===== config.mk =====
export PLATFORM = sky130hd
export DESIGN_NAME = analisa_arb
export DESIGN_NICKNAME = d
export VERILOG_FILES = /design/src/rtl/analisa_arb.sv
export SDC_FILE = /design/constraint.sdc
export NUM_CORES = 1
export LEC_CHECK = 0
export ABC_AREA = 1
export CAP_MARGIN = 20
export CORE_MARGIN = 4
export CORE_UTILIZATION = 49
export CTS_CLUSTER_DIAMETER = 30
export DETAILED_ROUTE_END_ITERATION = 7
export PLACE_DENSITY = 0.9
export SLEW_MARGIN = 30
export SYNTH_ARGS = -nofsm -noshare
export SYNTH_HDL_FRONTEND = slang
export SYNTH_SLANG_ARGS = --single-unit

===== constraint.sdc =====
create_clock -name ck -period 2.1 [get_ports ck]
set_input_delay 0.42 -clock ck [delete_from_list [all_inputs] [get_ports ck]]
set_output_delay 0.42 -clock ck [all_outputs]
set_load 0.01 [all_outputs]

===== src/rtl/analisa_arb.sv =====
// analisa_arb
// -----------
// Shares one serial 2-bit pattern-analyzer FSM among NREQ requesters. One
// requester is granted at a time. The arbiter clears the analyzer and shifts
// the requester's NBITS-bit word MSB first into the analyzer input w. It
// counts the cycles where the analyzer output y is high, then returns the
// saturating hit count tagged with the requester index.
//
// Handshake: req[i] is a level request that is only looked at in IDLE. Once
// granted, gnt[i] stays high for the whole transaction (CLR, SHIFT, WAIT and
// DONE) whatever req does. The word is captured at grant time. done pulses
// for one cycle with done_id/hits valid, and hits/done_id hold until the
// next done.
//
// Build option: define ANALISA_ARB_FIXED_PRIO_EN for fixed priority (the
// lowest asserted index always wins). The default is round-robin starting
// after the last served index.
//
// Ports
//   ck        in   clock, rising edge
//   rst       in   asynchronous active-low reset
//   req       in   [NREQ]        level request per requester
//   data      in   [NREQ*NBITS]  word of requester i at [i*NBITS +: NBITS]
//   gnt       out  [NREQ]        one-hot grant, held through the transaction
//   w         out  serial bit to the shared analyzer
//   fsm_rst   out  active-high clear to the shared analyzer
//   y         in   shared analyzer output
//   busy      out  high whenever the FSM is not in IDLE
//   done      out  one-cycle result pulse
//   done_id   out  [$clog2(NREQ)] index of the requester just served
//   hits      out  [CNTW]        saturating hit count
//   state_dbg out  [3]           current FSM state (debug observation)

module analisa_arb #(
    parameter int NREQ  = 4,
    parameter int NBITS = 8,
    parameter int CNTW  = 4,
    localparam int IDW  = $clog2(NREQ),
    localparam int BCW  = $clog2(NBITS + 1)
) (
    input  logic                  ck,
    input  logic                  rst,
    input  logic [NREQ-1:0]       req,
    input  logic [NREQ*NBITS-1:0] data,
    output logic [NREQ-1:0]       gnt,
    output logic                  w,
    output logic                  fsm_rst,
    input  logic                  y,
    output logic                  busy,
    output logic                  done,
    output logic [IDW-1:0]        done_id,
    output logic [CNTW-1:0]       hits,
    output logic [2:0]            state_dbg
);

    typedef enum logic [2:0] {
        S_IDLE  = 3'd0,
        S_CLR   = 3'd1,
        S_SHIFT = 3'd2,
        S_WAIT  = 3'd3,
        S_DONE  = 3'd4
    } state_t;

    state_t           state_q, state_d;
    logic [NBITS-1:0] sr_q, sr_d;
    logic [BCW-1:0]   bit_q, bit_d;
    logic [CNTW-1:0]  cnt_q, cnt_d;
    logic [IDW-1:0]   idx_q, idx_d;
    logic [NREQ-1:0]  gnt_q, gnt_d;
    logic [IDW-1:0]   done_id_q, done_id_d;
    logic [CNTW-1:0]  hits_q, hits_d;

    logic             win_found;
    logic [IDW-1:0]   win_idx;
    logic [CNTW-1:0]  cnt_inc;

`ifdef ANALISA_ARB_FIXED_PRIO_EN
    // Descending scan so the lowest asserted index is the final assignment.
    always_comb begin
        win_found = 1'b0;
        win_idx   = '0;
        for (int i = NREQ - 1; i >= 0; i--) begin
            if (req[i]) begin
                win_found = 1'b1;
                win_idx   = IDW'(i);
            end
        end
    end
`else
    logic [IDW-1:0] last_q, last_d;
    logic [IDW-1:0] cand;

    // Candidates are last+1 .. last+NREQ (mod NREQ). Scanning the offsets
    // downward lets the nearest candidate after last win.
    always_comb begin
        win_found = 1'b0;
        win_idx   = '0;
        cand      = '0;
        for (int off = NREQ; off >= 1; off--) begin
            cand = IDW'((int'(last_q) + off) % NREQ);
            if (req[cand]) begin
                win_found = 1'b1;
                win_idx   = cand;
            end
        end
    end

    always_comb begin
        last_d = last_q;
        if (state_q == S_DONE) begin
            last_d = idx_q;
        end
    end

    always_ff @(posedge ck or negedge rst) begin
        if (!rst) begin
            last_q <= IDW'(NREQ - 1);
        end else begin
            last_q <= last_d;
        end
    end
`endif

    // Saturating increment: the count sticks at all-ones.
    assign cnt_inc = (&cnt_q) ? cnt_q : cnt_q + CNTW'(1);

    always_comb begin
        state_d   = state_q;
        sr_d      = sr_q;
        bit_d     = bit_q;
        cnt_d     = cnt_q;
        idx_d     = idx_q;
        gnt_d     = gnt_q;
        done_id_d = done_id_q;
        hits_d    = hits_q;
        case (state_q)
            S_IDLE: begin
                if (win_found) begin
                    sr_d           = data[win_idx*NBITS +: NBITS];
                    gnt_d          = '0;
                    gnt_d[win_idx] = 1'b1;
                    idx_d          = win_idx;
                    state_d        = S_CLR;
                end
            end
            S_CLR: begin
                cnt_d   = '0;
                bit_d   = '0;
                state_d = S_SHIFT;
            end
            S_SHIFT: begin
                sr_d = sr_q << 1;
                // The analyzer registers w, so y in this cycle belongs to
                // the previous bit. The first SHIFT cycle has no bit behind
                // it yet.
                if ((bit_q != '0) && y) begin
                    cnt_d = cnt_inc;
                end
                if (bit_q == BCW'(NBITS - 1)) begin
                    state_d = S_WAIT;
                end else begin
                    bit_d = bit_q + BCW'(1);
                end
            end
            S_WAIT: begin
                // Last bit's y arrives here. Fold it straight into the
                // published result so hits is valid during DONE.
                if (y) begin
                    cnt_d  = cnt_inc;
                    hits_d = cnt_inc;
                end else begin
                    hits_d = cnt_q;
                end
                done_id_d = idx_q;
                state_d   = S_DONE;
            end
            S_DONE: begin
                gnt_d   = '0;
                state_d = S_IDLE;
            end
            default: begin
                gnt_d   = '0;
                state_d = S_IDLE;
            end
        endcase
    end

    always_ff @(posedge ck or negedge rst) begin
        if (!rst) begin
            state_q   <= S_IDLE;
            sr_q      <= '0;
            bit_q     <= '0;
            cnt_q     <= '0;
            idx_q     <= '0;
            gnt_q     <= '0;
            done_id_q <= '0;
            hits_q    <= '0;
        end else begin
            state_q   <= state_d;
            sr_q      <= sr_d;
            bit_q     <= bit_d;
            cnt_q     <= cnt_d;
            idx_q     <= idx_d;
            gnt_q     <= gnt_d;
            done_id_q <= done_id_d;
            hits_q    <= hits_d;
        end
    end

    assign gnt       = gnt_q;
    assign w         = (state_q == S_SHIFT) ? sr_q[NBITS-1] : 1'b0;
    assign fsm_rst   = (state_q == S_CLR);
    assign busy      = (state_q != S_IDLE);
    assign done      = (state_q == S_DONE);
    assign done_id   = done_id_q;
    assign hits      = hits_q;
    assign state_dbg = state_q;

endmodule

run_1/util_map.png
The die is cut into 8 by 8 equal tiles; white is low, dark blue is high, 0 to 100% covered.
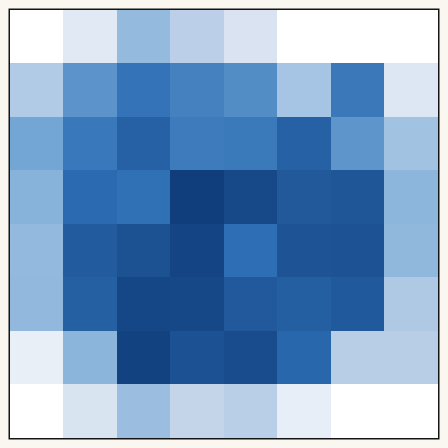
fullest tile: 95%
mean over tiles: 53%
nearly empty tiles: 11%
densest ninth of the die: middle
tiles over 75% full: 36%

run_1/sizing.png
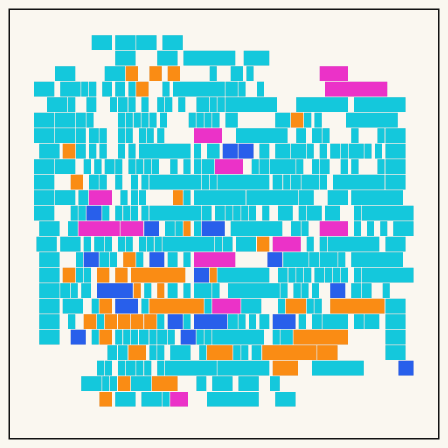
| size | color | cells |
|---|---|---|
| x6 and larger | magenta | 12 |
| x3 and x4 | blue | 18 |
| x1 and smaller | cyan | 318 |
| x2 | orange | 37 |
synth-to-layout area growth: 38.14%
final instance area: 3045 um2
Buffers excl. clock: 71

==> results.sh, run 1 <==
# flow metrics
export IMPL_status="completed"
export IMPL_warnings=28
export IMPL_die_x_um=75.08
export IMPL_cts_sink_count=33
export IMPL_relSlewSlack_pct=66.80
export IMPL_grt_pass1_wl_mm=8.983
export IMPL_crit_path_top_delay_cell="clkdlybuf4s50_1"
export IMPL_top_area_cell="dfrtp_1"
export IMPL_cts_hold_buffers=0
export IMPL_edf_count=0
export IMPL_io_buffers=55
export IMPL_path_cells="nor3_2 -> clkdlybuf4s50_1"
export IMPL_top_cell="nand2_1"
export IMPL_crit_type="reg2out"
export IMPL_detail_route_iter0_violations=101
export IMPL_min_period_ns=2.025
export IMPL_setup_viol=0
export IMPL_cp_start_kind="flip-flop"
export IMPL_power_density_nw_per_um2=1809
export IMPL_syn_inst=313
export IMPL_yosysChipArea_um2=2205
export IMPL_worstPathMaxFanout=7
export IMPL_chipArea_um2=5636
export IMPL_crit_family="buffers and inverters"
export IMPL_syn_cell_area_um2=2205
export IMPL_cts_tree="built"
export IMPL_p_total_w=0.005510
export IMPL_gp_congestion=0.7950
export IMPL_worstMarginPinSlew_ns=0.4928
export IMPL_viasPerCell=5.146
export IMPL_numCtsBuffers=5
export IMPL_yosysUniqueCellTypes=35
export IMPL_die_h_um=75.08
export IMPL_rsz0062_at_grt="yes"
export IMPL_clk_path_buf_depth=2
export IMPL_top_cells_by_count="nand2_1, inv_1, dfrtp_1"
export IMPL_ys_warn_count=0
export IMPL_track_usage_pct=20.18
export IMPL_maxCapViolCount=0
export IMPL_max_vdd_ir_drop_uv=1573
export IMPL_ys_seq_share_pct=37.57
export IMPL_cp_end_kind="output port"
export IMPL_finalWirelength_mm=5.530
export IMPL_drc=0
export IMPL_wl_per_cell_um=12.65
export IMPL_antenna_found_initial=0
export IMPL_clk_latency_ns=0.29
export IMPL_max_stage_delay_ns=0.58
export IMPL_flop_cell="dfrtp_1"
export IMPL_n_fill_cell=340
run_1/pinout.png
Scale bar: 20 um. Pins as bars across the die edge, other pins in gray.
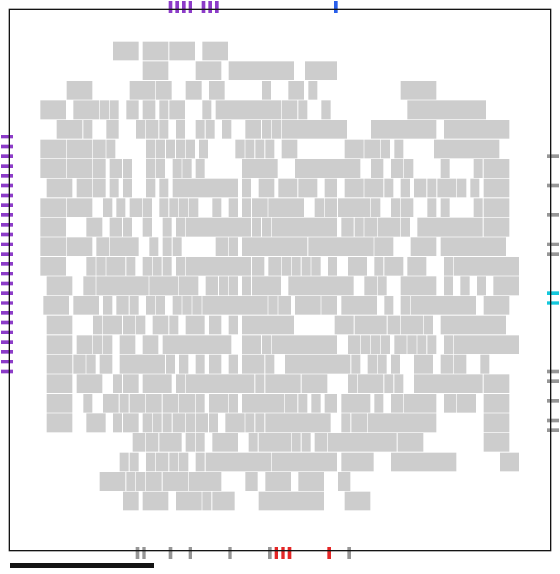
| port | color | pins | direction | edge |
|---|---|---|---|---|
| `data` | purple | 32 | input | 25 left, 7 top |
| `w` | blue | 1 | output | top |
| `done_id` | cyan | 2 | output | right |
| `gnt` | red | 4 | output | bottom |
all pins by edge: 25 left, 12 right, 11 bottom, 8 top

run_1/placed.png
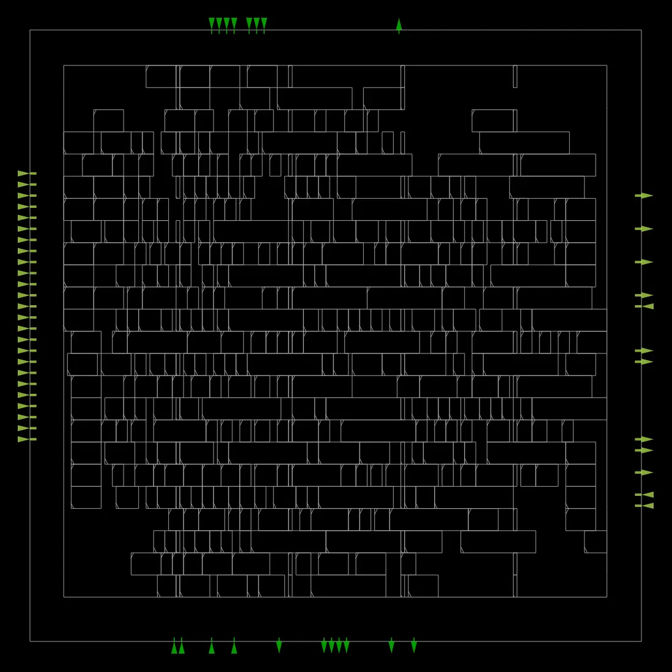
post-layout util: 69.94%
register share of the cell area: 27.32%
core area: 4354 um2
sequential cells: 33
TAP cells: 52

[run 1: final timing paths]
kind,start,to,slack [ns],cells past startpoint
setup / recovery,state_dbg[1]$_DFFE_PN0P_,fsm_rst,0.08,2
hold / removal,done_id[0]$_DFFE_PN0N_,done_id[0]$_DFFE_PN0N_,0.47,2
setup reg to reg,last_q[0]$_DFFE_PN1P_,sr_q[7]$_DFFE_PN0P_,0.14,15
hold reg to reg,done_id[0]$_DFFE_PN0N_,done_id[0]$_DFFE_PN0N_,0.47,2
max in group asynchronous,rst,last_q[0]$_DFFE_PN1P_,1.25,2
min in group asynchronous,rst,state_dbg[1]$_DFFE_PN0P_,0.53,2
[run 1: sequential cells by signal (all words and copies together), names as in the netlist]
| signal | flops |
|---|---|
| hits | 4 |
| state_dbg | 3 |
| done_id | 2 |
| last_q | 2 |
| bit_q | 4 |
| idx_q | 2 |
| sr_q | 8 |
| cnt_q | 4 |
| gnt | 4 |
[run 1: layout make-up]
type | count | share of cell area (%)
clock buffers | 6 | 2.712
clock inverters | 2 | 1.233
inverters | 42 | 5.341
multi-input cells | 231 | 38.62
flip-flops and latches | 33 | 27.32
well taps | 52 | 2.136
repair buffers | 71 | 22.64
[run 1: per-stage QoR]
stage	worst slack, ns	util, %	instances	hold WS, ns	area, um2
6_report	0.07516	69.94	437	0.4681	3045
5_1_grt	-0.02138	69.94	437	0.4890	3045
4_1_cts	0.01084	68.51	433	0.4742	2983
3_5_place_dp	-0.1198	65.55	425	0.4575	2854
3_3_place_gp	-0.01725	65.55	425	0.4549	2854
2_1_floorplan	0.3148	-	313	0.1244	2205
[run 1: per-layer routing]
layer / vias up / part of all wire (%)
met5: - / 0
met4: 0 / 1.9
met3: 11 / 6.0
met2: 82 / 50
met1: 1020 / 42
li1: 1136 / -
[run 1: cells by family after synthesis]
kind of cell             after synthesis  synth area share (%)
AND-OR/OR-AND                         41                 12.26
XOR/XNOR                               1                0.3973
adder cells (fa/ha/maj)                3                 1.703
buffers and inverters                 49                 9.932
flip-flops                            33                 37.57
AND/OR/NAND/NOR                      186                 38.14
[run 1: worst min-delay path: stages (launching register included)]
cell and delay, ns:
dfrtp_1 0.34, nand2_1 0.05, nand2_1 0.04
[run 1: what timing repair did]
item | in CTS | in global routing
buffers inserted | 0 | 4
pin swaps | 0 | 2
endpoints found under the hold margin | 0 | 0
endpoints found under the setup margin | 3 | 11
resized | 4 | 8
[run 1: layout by cell type (no fill, tap or decap), drive strengths merged]
cell / n
a21oi: 5
and3: 1
buf: 15
bufinv: 1
clkbuf: 7
clkdlybuf4s50: 53
clkinvlp: 1
dfrtp: 31
dfstp: 2
dlygate4sd2: 1
dlymetal6s2s: 1
ha: 3
inv: 42
nand2: 146
nand3: 26
nor2: 7
nor3: 4
nor3b: 1
o211ai: 7
o21a: 2
o21ai: 18
o22ai: 6
o31ai: 2
o32ai: 1
or2: 1
xor2: 1
[run 1: report_power, final]
group	switching, W	total (W)	internal (W)
clock	0.000239	0.000625	0.000386
sequential	0.000230	0.00118	0.000946
combinational	0.00220	0.00371	0.00150
total	0.00267	0.00551	0.00284
==> run 2, diff against run 1 <==
Settings changed: RECOVER_POWER from default to 50.
run_2/util_map.png
The die is cut into 8 by 8 equal tiles; white is low, dark blue is high, 0 to 100% covered.
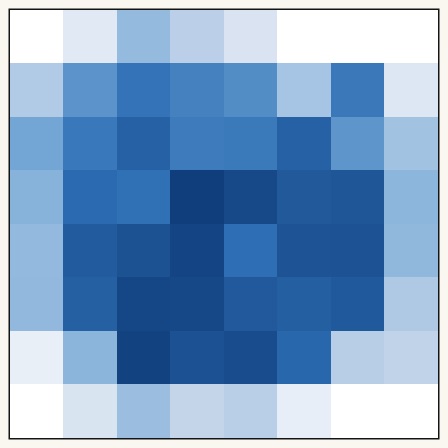
post-layout util: 69.89%
fp_density: 50.63%

run_2/sizing.png
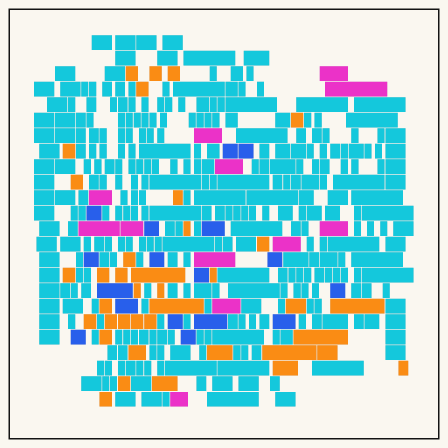
final instance area: 3043 um2
synth-to-layout area growth: 38.03%
crit path setup slack, layout: 0.07532 ns

==> run 2 against run 1 <==
Against the previous run: final area hardly changed; global-route usage stayed put; sequential share of layout area hardly changed; clock power hardly changed; non-clock buffer count stayed put; via count stayed put.
==> results.sh, run 2 <==
# flow metrics
export IMPL_worstMarginPinSlew_ns=0.7958
export IMPL_layout_top_cells="nand2_1, clkdlybuf4s50_1, inv_1, dfrtp_1, nand3_1"
export IMPL_dpl_cell_count=425
export IMPL_cts_hold_buffers=0
export IMPL_edf_count=0
export IMPL_clk_path_buf_depth=2
export IMPL_max_vdd_ir_drop_uv=1573
export IMPL_crit_type="reg2out"
export IMPL_cp_end_kind="output port"
export IMPL_p_total_w=0.005509
export IMPL_largest_reg_flops=8
export IMPL_viasPerCell=5.146
export IMPL_syn_inst=313
export IMPL_cp_start_kind="flip-flop"
export IMPL_track_usage_pct=20.18
export IMPL_yosysUniqueCellTypes=35
export IMPL_status="completed"
export IMPL_io_buffers=55
export IMPL_chipArea_um2=5636
export IMPL_core_um2=4354
export IMPL_top_register="sr_q"
export IMPL_cts_sink_count=33
export IMPL_top_layer_used="met4"
export IMPL_min_period_ns=2.025
export IMPL_numCtsBuffers=5
export IMPL_finalWirelength_mm=5.529
export IMPL_die_x_um=75.08
export IMPL_mostFrequentLayoutCell="nand2_1"
export IMPL_antenna_found_initial=0
export IMPL_r2r_start="last_q[0]$_DFFE_PN1P_"
export IMPL_detail_route_iter0_violations=101
export IMPL_ys_warn_count=0
export IMPL_crit_start="state_dbg[1]$_DFFE_PN0P_"
export IMPL_power_density_nw_per_um2=1810
export IMPL_grt_pass1_wl_mm=8.983
export IMPL_flop_cell="dfrtp_1"
run_2/placed.png
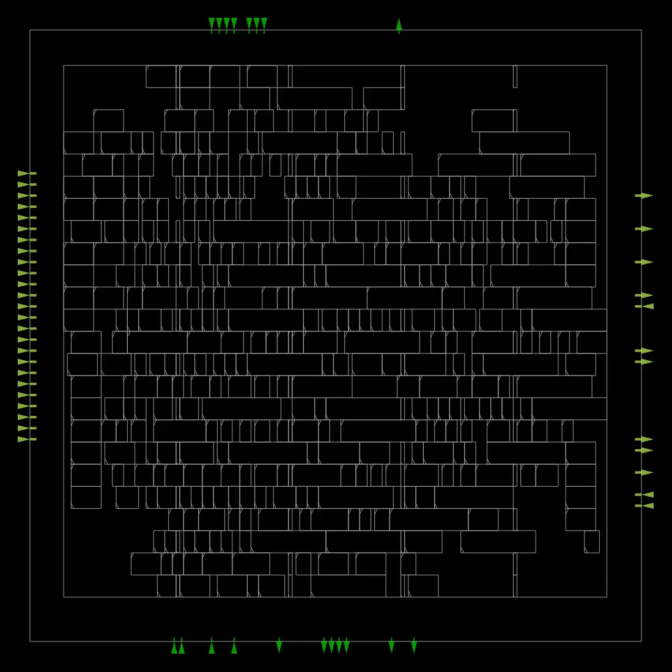
register share of the cell area: 27.34%
std cell rows: 24
Fill cells: 341
fin cells: 437

==> run 2: worst min-delay path by stage <==
stage | startpoint | end | slack (ns) | depth (start not counted)
after floorplan | rst | bit_q[0]$_DFFE_PN0P_ | 0.12 | 0
after global placement | done_id[0]$_DFFE_PN0N_ | done_id[0]$_DFFE_PN0N_ | 0.45 | 2
after detailed placement | done_id[0]$_DFFE_PN0N_ | done_id[0]$_DFFE_PN0N_ | 0.46 | 2
after CTS | done_id[0]$_DFFE_PN0N_ | done_id[0]$_DFFE_PN0N_ | 0.47 | 2
after global routing | done_id[0]$_DFFE_PN0N_ | done_id[0]$_DFFE_PN0N_ | 0.49 | 2
final | done_id[0]$_DFFE_PN0N_ | done_id[0]$_DFFE_PN0N_ | 0.47 | 2
==> run 2: metrics by stage <==
step | area, um2 | setup WS, ns
2_1_floorplan | 2205 | 0.3148
3_3_place_gp | 2854 | -0.01725
3_5_place_dp | 2854 | -0.1198
4_1_cts | 2983 | 0.01084
5_1_grt | 3043 | -0.02138
6_report | 3043 | 0.07532
==> run 2: worst max-delay path: stages, from the launching register on <==
cell,delay (ns)
dfrtp_2,0.46
nor3_2,0.27
clkdlybuf4s50_1,0.58
==> run 2: timing repair <==
item / CTS / global route
cloned: 0 / 0
setup endpoints to repair: 3 / 11
pin swaps: 0 / 2
resized: 4 / 8
setup buffers: 0 / 4
==> run 2: cell families (layout without fill, tap and decap cells) <==
family	Yosys count	in the layout	synth area share, %
AND-OR/OR-AND	41	41	12.26
XOR/XNOR	1	1	0.3973
adder cells (fa/ha/maj)	3	3	1.703
buffers and inverters	49	121	9.932
flip-flops	33	33	37.57
AND/OR/NAND/NOR	186	186	38.14
==> run 2: metal layers <==
| metal | up-vias | global-route usage (%) |
|---|---|---|
| met5 | - | 0 |
| met3 | 11 | 3.471 |
| met4 | 0 | 7.115 |
| met2 | 82 | 37.04 |
| li1 | 1136 | - |
| met1 | 1020 | 23.40 |
==> run 2: report_power, final <==
part	internal, W	switching, W	leakage (nW)
sequential	0.000946	0.000230	0.414
combinational	0.00150	0.00220	1.09
clock	0.000386	0.000239	0.0574
==> run 2: cell type report <==
type	count	share of cell area, %
Clock inverter	2	1.234
Tap cell	52	2.138
Inverter	42	5.345
Multi-Input combinational cell	231	38.65
Clock buffer	6	2.714
Timing Repair Buffer	71	22.57
Sequential cell	33	27.34
==> run 3, diff against run 2 <==
Settings changed: CAP_MARGIN 20 to default, GPL_ROUTABILITY_DRIVEN from default to 0.
run_3/closeup.png
Window x 46 to 66, y 46 to 66 um. Cells in gray, sequential cells in the stronger gray; small squares are vias.
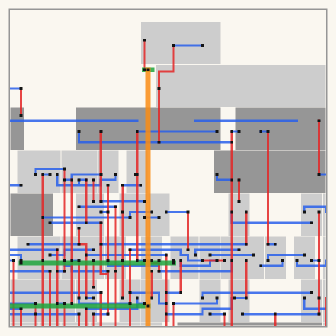
| layer | color |
|---|---|
| M4 | orange |
| M3 | green |
| M2 | red |
| M1 | blue |
most frequent: nand2_1 (12)
cells with their middle in the window: 30
sequential cells in the window: 3
netlist names of flops here include: `hits` (2), `cnt_q` (1)

run_3/util_map.png
The die is cut into 8 by 8 equal tiles; white is low, dark blue is high, 0 to 100% covered.
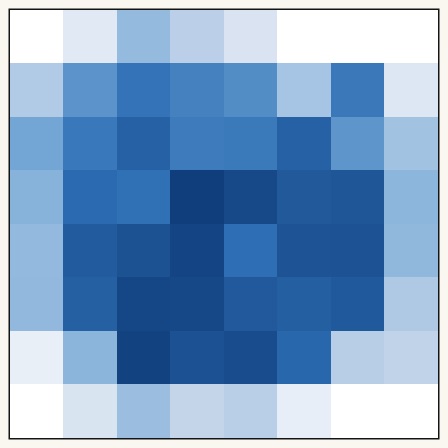
tiles over 75% full: 36%
nearly empty tiles: 11%
fullest tile: 95%

run_3/pinout.png
Scale bar: 20 um. Pins as bars across the die edge, other pins in gray.
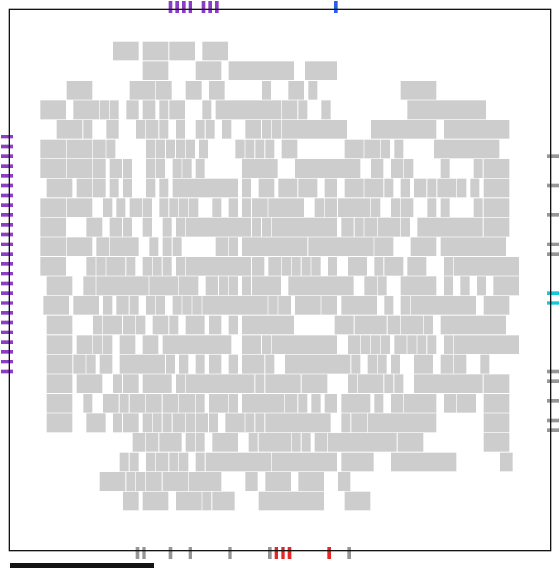
| port | color | pins | direction | edge |
|---|---|---|---|---|
| `gnt` | red | 4 | output | bottom |
| `data` | purple | 32 | input | 25 left, 7 top |
| `done_id` | cyan | 2 | output | right |
| `w` | blue | 1 | output | top |

==> run 3 against run 2 <==
Against the previous run: core utilization stayed put; area after synthesis did not move; largest power group unchanged; combinational power barely moved; routed wire length unchanged; critical endpoint unchanged; setup slack unchanged; maximum frequency is the same; largest cell class unchanged; clock-buffer cell count unchanged.
==> results.sh, run 3 <==
# flow metrics
export IMPL_cp_end_kind="output port"
export IMPL_dpl_cell_count=425
export IMPL_yosysUniqueCellTypes=35
export IMPL_flop_cell="dfrtp_1"
export IMPL_io_buffers=55
export IMPL_endpoint="fsm_rst"
export IMPL_max_vdd_ir_drop_uv=1573
export IMPL_numCtsBuffers=5
export IMPL_status="completed"
export IMPL_cp_start_kind="flip-flop"
export IMPL_crit_start="state_dbg[1]$_DFFE_PN0P_"
export IMPL_antenna_found_initial=0
export IMPL_layout_top_cells="nand2_1, clkdlybuf4s50_1, inv_1, dfrtp_1, nand3_1"
export IMPL_syn_to_final_growth_pct=38.03
export IMPL_die_x_um=75.08
export IMPL_worstMarginPinSlew_ns=0.7958
export IMPL_worst_slack_ns=0.07532
export IMPL_viasPerCell=5.146
export IMPL_drv_slew=0
export IMPL_chipArea_um2=5636
export IMPL_n_fill_cell=341
export IMPL_largest_reg_flops=8
export IMPL_top_register="sr_q"
export IMPL_detail_route_iter0_violations=101
export IMPL_worstPathMaxFanout=7
export IMPL_ys_warn_count=0
export IMPL_grt_pass1_wl_mm=8.983
export IMPL_cts_sink_count=33
export IMPL_finalNonFillerCells=437
export IMPL_crit_type="reg2out"
export IMPL_post_place_ws_ns=-0.1198
export IMPL_r2r_start="last_q[0]$_DFFE_PN1P_"
export IMPL_power_density_nw_per_um2=1810
export IMPL_rows=24
export IMPL_finalWirelength_mm=5.529
export IMPL_initCoreUtil_pct=50.63
## run 3: worst min-delay path by stage
stage,from,end,slack [ns],cells past startpoint
global placement,done_id[0]$_DFFE_PN0N_,done_id[0]$_DFFE_PN0N_,0.45,2
detailed placement,done_id[0]$_DFFE_PN0N_,done_id[0]$_DFFE_PN0N_,0.46,2
finish,done_id[0]$_DFFE_PN0N_,done_id[0]$_DFFE_PN0N_,0.47,2
floorplan,rst,bit_q[0]$_DFFE_PN0P_,0.12,0
global route,done_id[0]$_DFFE_PN0N_,done_id[0]$_DFFE_PN0N_,0.49,2
CTS,done_id[0]$_DFFE_PN0N_,done_id[0]$_DFFE_PN0N_,0.47,2
## run 3: layout make-up
cell class | count | area share (%)
clock buffer | 6 | 2.714
clock inverter | 2 | 1.234
inverter | 42 | 5.345
multi-input combinational | 231 | 38.65
sequential | 33 | 27.34
tap | 52 | 2.138
timing repair buffer | 71 | 22.57
## run 3: per-stage QoR
step | setup TNS (ns) | util, % | instance area (um2) | power (W)
2_1_floorplan | 0 | - | 2205 | 0.003704
3_3_place_gp | -0.03161 | 65.55 | 2854 | 0.004525
3_5_place_dp | -0.9089 | 65.55 | 2854 | 0.004668
4_1_cts | 0 | 68.51 | 2983 | 0.005338
5_1_grt | -0.03407 | 69.89 | 3043 | 0.006072
6_report | 0 | 69.89 | 3043 | 0.005509
## run 3: power breakdown
group	leakage, nW	switching [W]	internal [W]
sequential	0.414	0.000230	0.000946
combinational	1.09	0.00220	0.00150
clock	0.0574	0.000239	0.000386
total	1.56	0.00267	0.00284
## run 3: layer usage
metal  track usage, %  routed length [um]  up-vias
met3            3.471                 333       11
met1            23.40                2307     1020
met5                0                   0        -
met4            7.115                 105        0
li1                 -                   -     1136
met2            37.04                2783       82
## run 3: timing repair
action | 4_1_cts | 5_1_grt
endpoints found under the setup margin | 3 | 11
pin swaps | 0 | 2
setup buffers | 0 | 4
gates resized | 4 | 8
hold buffers | 0 | 0
## run 3: critical path, stage by stage (launching register included)
cell and delay, ns:
dfrtp_2 0.46, nor3_2 0.27, clkdlybuf4s50_1 0.58
## run 3: kinds of logic after synthesis
logic type,Yosys count,share of synthesized area (%)
xor gates and xnor gates,1,0.3973
adders and majority gates,3,1.703
and+or+nand+nor,186,38.14
AOI/OAI and AO/OA,41,12.26
DFF,33,37.57
buffers and inverters,49,9.932
Power is estimated from default activity; no workload was simulated.
